==> run_1/drive_strength.png <==
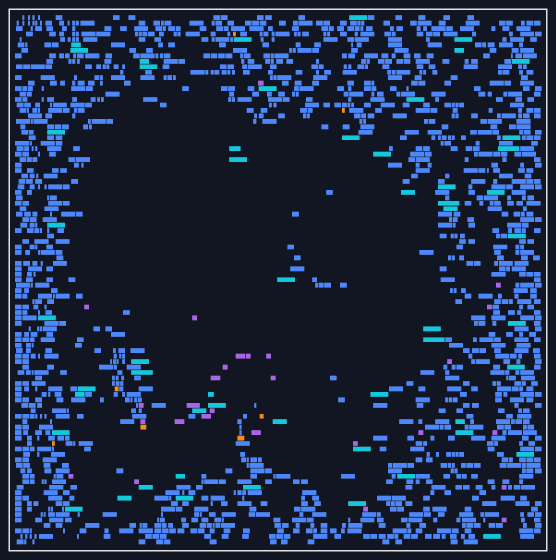
==> run_1/clock_map.png <==
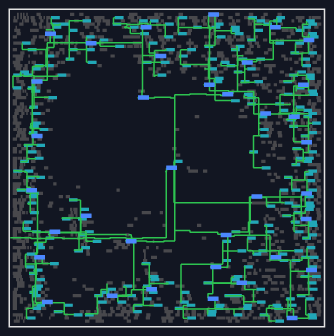
==> run_1/final_congestion.png <==
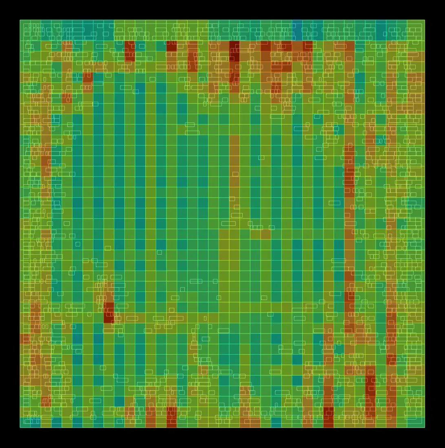
Design csr_trap_sequencer, sky130hd; sources not shown.
==> results.json, run 1 <==
{
  "status": "finished clean",
  "synth_top_cell_by_area": "dfxtp_1",
  "max_cap_viol_count": 0,
  "critPathCaptureType": "primary output",
  "ios": 689,
  "period_needed_ps": 2260,
  "fmax_mhz": 442,
  "place_congestion": 0.737,
  "powerDensity_mw_per_mm2": 507,
  "drc": 0,
  "warnings": 32,
  "synth.most_common_cell": "dfxtp_1",
  "setup_viol": 0,
  "largest_register_ffs": 192,
  "min_path_type": "input port to flop",
  "grt_pass1_wl_um": 61500,
  "clk_pin_slew_ps": 60,
  "antenna_found_initial": 6,
  "synth_area_mm2": 0.00929,
  "synth-async-reset-ratio": 0,
  "gr-total-overflow": 0,
  "via_per_inst": 3.51,
  "hold_viol_final": 0,
  "first_pass_iters": 4,
  "ys_top_cells_by_area": "dfxtp_1, a22oi_1, and2_1",
  "dieHeight_um": 269,
  "portBuffers": 659,
  "yosys_warnings": 6,
  "first_global_vias": 8845,
  "slew_violations": 0,
  "vias": 8631,
  "cp.buffers_inverters": 1,
  "ant_nets": 0,
  "whs_path_depth": 2,
  "crit_chain": "clkdlybuf4s50_1",
  "slowest_stage": "clkdlybuf4s50_1",
  "htreeDepth": 2,
  "p_total_mw": 8.91,
  "cts_resized": 0,
  "dp_hpwl_um": 35200
}
About drive_strength.png:
[drive 3 to 4] purple | cells: 27 | share: 1.8% | most used: buf_4
[drive 1 or less] blue | cells: 1433 | share: 94% | most used: clkdlybuf4s50_1
[drive 2] orange | cells: 7 | share: 0.46% | most used: clkinv_2
[drive 6 and up] cyan | cells: 54 | share: 3.6% | most used: clkbuf_16
Non-clk bufs: 684
Post-Layout Inst Area: 0.0176 mm^2
final worst slack: 1090 ps
Area Growth Syn to Fin: 89.2%

About clock_map.png:
[clock wires] green | length: 4760 um
[flip-flops] cyan | count: 268
[cells driving clock nets] blue | count: 36
flops lie: widely spread
clock share of power: 0.442
clock-net power: 3.94 mW
Latency at later pin: 530 ps

About final_congestion.png:
Total GRT Usage: 0.118
post-DR wirelength/cell: 18.3 um

[run 1: metal layers]
| layer | share of wire | GRT usage | vias up |
|---|---|---|---|
| met4 | 0.026 | 0.0348 | 8 |
| met5 | 0.00098 | 0 | - |
| met2 | 0.49 | 0.210 | 481 |
| met3 | 0.12 | 0.0595 | 72 |
| li1 | - | - | 4142 |
| met1 | 0.36 | 0.121 | 3928 |
[run 1: where the power goes]
group / internal (mW) / switching [mW] / leakage, nW
logic: 0.831 / 0.737 / 3.49
registers: 3.34 / 0.0572 / 2.17
clock network: 2.42 / 1.52 / 0.581
total: 6.60 / 2.31 / 6.25
[run 1: cell families after synthesis]
| group | after synthesis | share of synthesized area |
|---|---|---|
| simple gates | 285 | 0.165 |
| flops | 268 | 0.577 |
| compound gates | 195 | 0.141 |
| buf+inv | 173 | 0.117 |
| other cells | 2 | 0.000808 |
[run 1: layout by cell type (no fill, tap or decap), drive strengths merged, types with 5 or more instances in the layout]
| master | instances |
|---|---|
| conb | 25 |
| nor2 | 69 |
| nor2b | 8 |
| buf | 25 |
| clkinv | 5 |
| a21oi | 6 |
| clkdlybuf4s50 | 658 |
| clkbuf | 51 |
| nor3 | 6 |
| and2 | 132 |
| o21ai | 59 |
| nand3 | 60 |
| dfxtp | 268 |
| a22oi | 124 |
[run 1: repair_timing]
action / CTS / global route
setup buffers: 0 / 0
hold buffers: 1 / 0
hold endpoints to repair: 6 / 0
[run 1: area by class of cell]
class,instances,area (um^2),share of cell area
Multi-Input combinational cell,505,2980,0.169
Tap cell,940,1180,0.0669
Inverter,2,7.51,0.000427
Timing Repair Buffer,684,6860,0.390
Sequential cell,268,5370,0.305
Clock buffer,51,1020,0.0579
Clock inverter,11,176,0.0100
Antenna cell,1,2.50,0.000142
[run 1: metrics by stage]
stage	utilization	instances	setup WS (ps)	hold slack, ps
after floorplan	-	946	1890	257
after global placement	0.236	2398	1130	391
after detailed placement	0.236	2398	1060	401
after global routing	0.254	2461	929	124
final	0.254	2462	1090	150
after CTS	0.254	2461	955	105
## Run 2: what changed since run 1
Settings changed: ABC_CLOCK_PERIOD_IN_PS 3350 to 2200, CORE_AREA 2 2 265 267 to 2 2 269 271, DIE_AREA 0 0 267 269 to 0 0 271 273, PLACE_DENSITY 0.38 to 0.37.
Clock period 3.35 ns to 2.2 ns, I/O delays scaled along.
==> run 2 against run 1 <==
Clock power up 49%. First-iteration DRC count is 5.8% lower. Sequential power grew 52%. Register-to-register slack worse by 820 ps. Critical path type unchanged. Largest cell class unchanged. Largest power group unchanged.
==> results.json, run 2 <==
{
  "p_switching_mw": 3.55,
  "warnings": 32,
  "worst_ep_required_time_ps": 1780,
  "lay_top_cells": "clkdlybuf4s50_1, dfxtp_1, and2_1, a22oi_1, nor2_1",
  "via_per_inst": 3.50,
  "synth_top_cell_by_area": "dfxtp_1",
  "ant_nets": 0,
  "critPathCaptureType": "primary output",
  "synth-async-reset-ratio": 0,
  "cp.buffers_inverters": 1,
  "slowest_stage": "clkdlybuf4s50_1",
  "hold_viol_final": 0,
  "clock_path_buffers": 3,
  "ios": 689,
  "setup_viol": 0,
  "antenna_found_initial": 6,
  "sw_frac_of_total": 0.262,
  "dieHeight_um": 273,
  "synth.most_common_cell": "dfxtp_1",
  "power_frac_seq": 0.381,
  "grt_usage": 0.116,
  "first_pass_iters": 4,
  "internal_power_mw": 10.0,
  "crit_family": "buffers and inverters",
  "fmax_mhz": 492,
  "whs_path_depth": 2,
  "clk_pin_slew_ps": 50,
  "area_growth_pct": 96.2,
  "clock_latency_ps": 520,
  "grt_pass1_wl_um": 63100,
  "htreeDepth": 2,
  "post_cts_buffers": 0,
  "synth_area_mm2": 0.00929,
  "crit_chain": "clkdlybuf4s50_1",
  "gr-total-overflow": 0,
  "fin_ws_ps": 166,
  "powerDensity_mw_per_mm2": 744,
  "holdWs_ps": 47.8,
  "portBuffers": 659,
  "max_cap_viol_count": 0,
  "min_path_type": "input port to flop",
  "coreArea_mm2": 0.0710,
  "pwr-share-clk": 0.434,
  "post-place-ws_ps": 288,
  "dp_hpwl_um": 34900,
  "power_frac_comb": 0.185,
  "period_needed_ps": 2030,
  "ys_top_cells_by_area": "dfxtp_1, a22oi_1, and2_1",
  "final_area_mm2": 0.0182,
  "lay_top_count": "clkdlybuf4s50_1",
  "clock_sinks": 268,
  "leakagePower_nw": 6.53,
  "yosys_warnings": 6,
  "status": "finished clean"
}
==> run 2: cell types whose count changed in the layout (fill, tap and decap cells not counted), moves of 2 or more <==
cell,previous run,this run
dlygate4sd3_1,1,55
buf_12,6,11
clkinv_2,3,7
buf_4,19,21
bufinv_16,4,2
clkbuf_1,9,7
==> run 2: routing by layer <==
| metal | part of all wire | global-route usage | routed length [um] | up-vias |
|---|---|---|---|---|
| li1 | - | - | - | 4271 |
| met4 | 0.025 | 0.0321 | 1140 | 8 |
| met3 | 0.11 | 0.0520 | 4780 | 66 |
| met5 | 0.0011 | 0 | 50 | - |
| met1 | 0.36 | 0.119 | 16400 | 4072 |
| met2 | 0.50 | 0.212 | 22700 | 471 |
==> run 2: power groups by stage <==
stage	logic, mW	registers (mW)	clock network [mW]
6_report	2.51	5.17	5.88
5_1_grt	2.68	5.20	6.32
4_1_cts	2.57	5.18	6.16
3_5_place_dp	2.46	5.28	0
3_3_place_gp	2.47	5.28	0
2_1_floorplan	0.749	5.55	0
==> run 2: final cells by class <==
type	instances	area [um^2]
Timing Repair Buffer	745	7510
Clock buffer	51	1050
Clock inverter	13	129
Multi-Input combinational cell	505	2980
Tap cell	950	1190
Antenna cell	2	5.00
Fill cell	7509	52800
Inverter	2	7.51
Sequential cell	268	5370
==> run 2: what timing repair did <==
item | in CTS | in global routing
hold endpoints to repair | 59 | 0
setup endpoints to repair | 9 | 0
hold buffers | 55 | 0
resized | 1 | 0
==> run 2: cells by family after synthesis <==
logic type / after synthesis / share of synthesized area
compound gates: 195 / 0.141
buf+inv: 173 / 0.117
flops: 268 / 0.577
other cells: 2 / 0.000808
simple gates: 285 / 0.165
==> run 2: metrics by stage <==
step / total power [mW] / std cells
floorplan: 6.30 / 946
global placement: 7.75 / 2415
detailed placement: 7.75 / 2415
CTS: 13.9 / 2534
global route: 14.2 / 2535
finish: 13.6 / 2536
==> run_2/met3.png <==
Cells faint in the background.
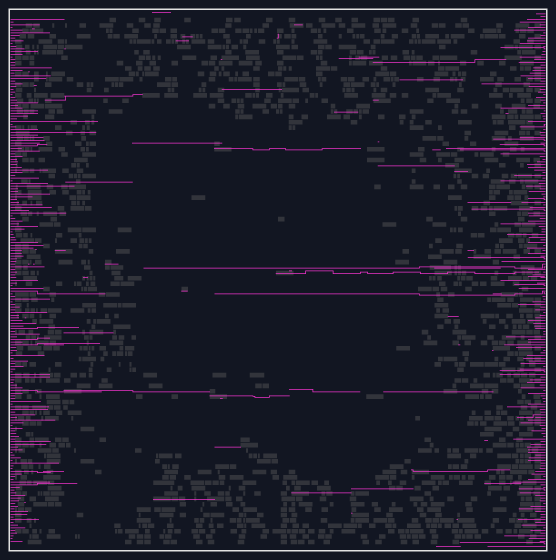
share of all routed wire: 11%
longest straight run: 139 um
main direction: horizontal
wire length on this layer: 4780 um
nets with wire on the layer: 412
Post-Route WL: 45000 um
vias: 8888
GR Layer Usage met3: 0.0520

==> run_2/final_congestion.png <==
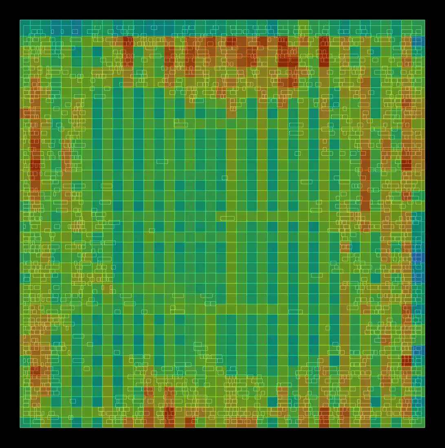
GR Util met2: 0.212
GRT met1 Usage: 0.119
post-DR wirelength/cell: 17.8 um
final core utilization: 0.257
Most Crowded Layer GR: met2

Power figures rest on the tool's default switching activity, not on a simulated workload.
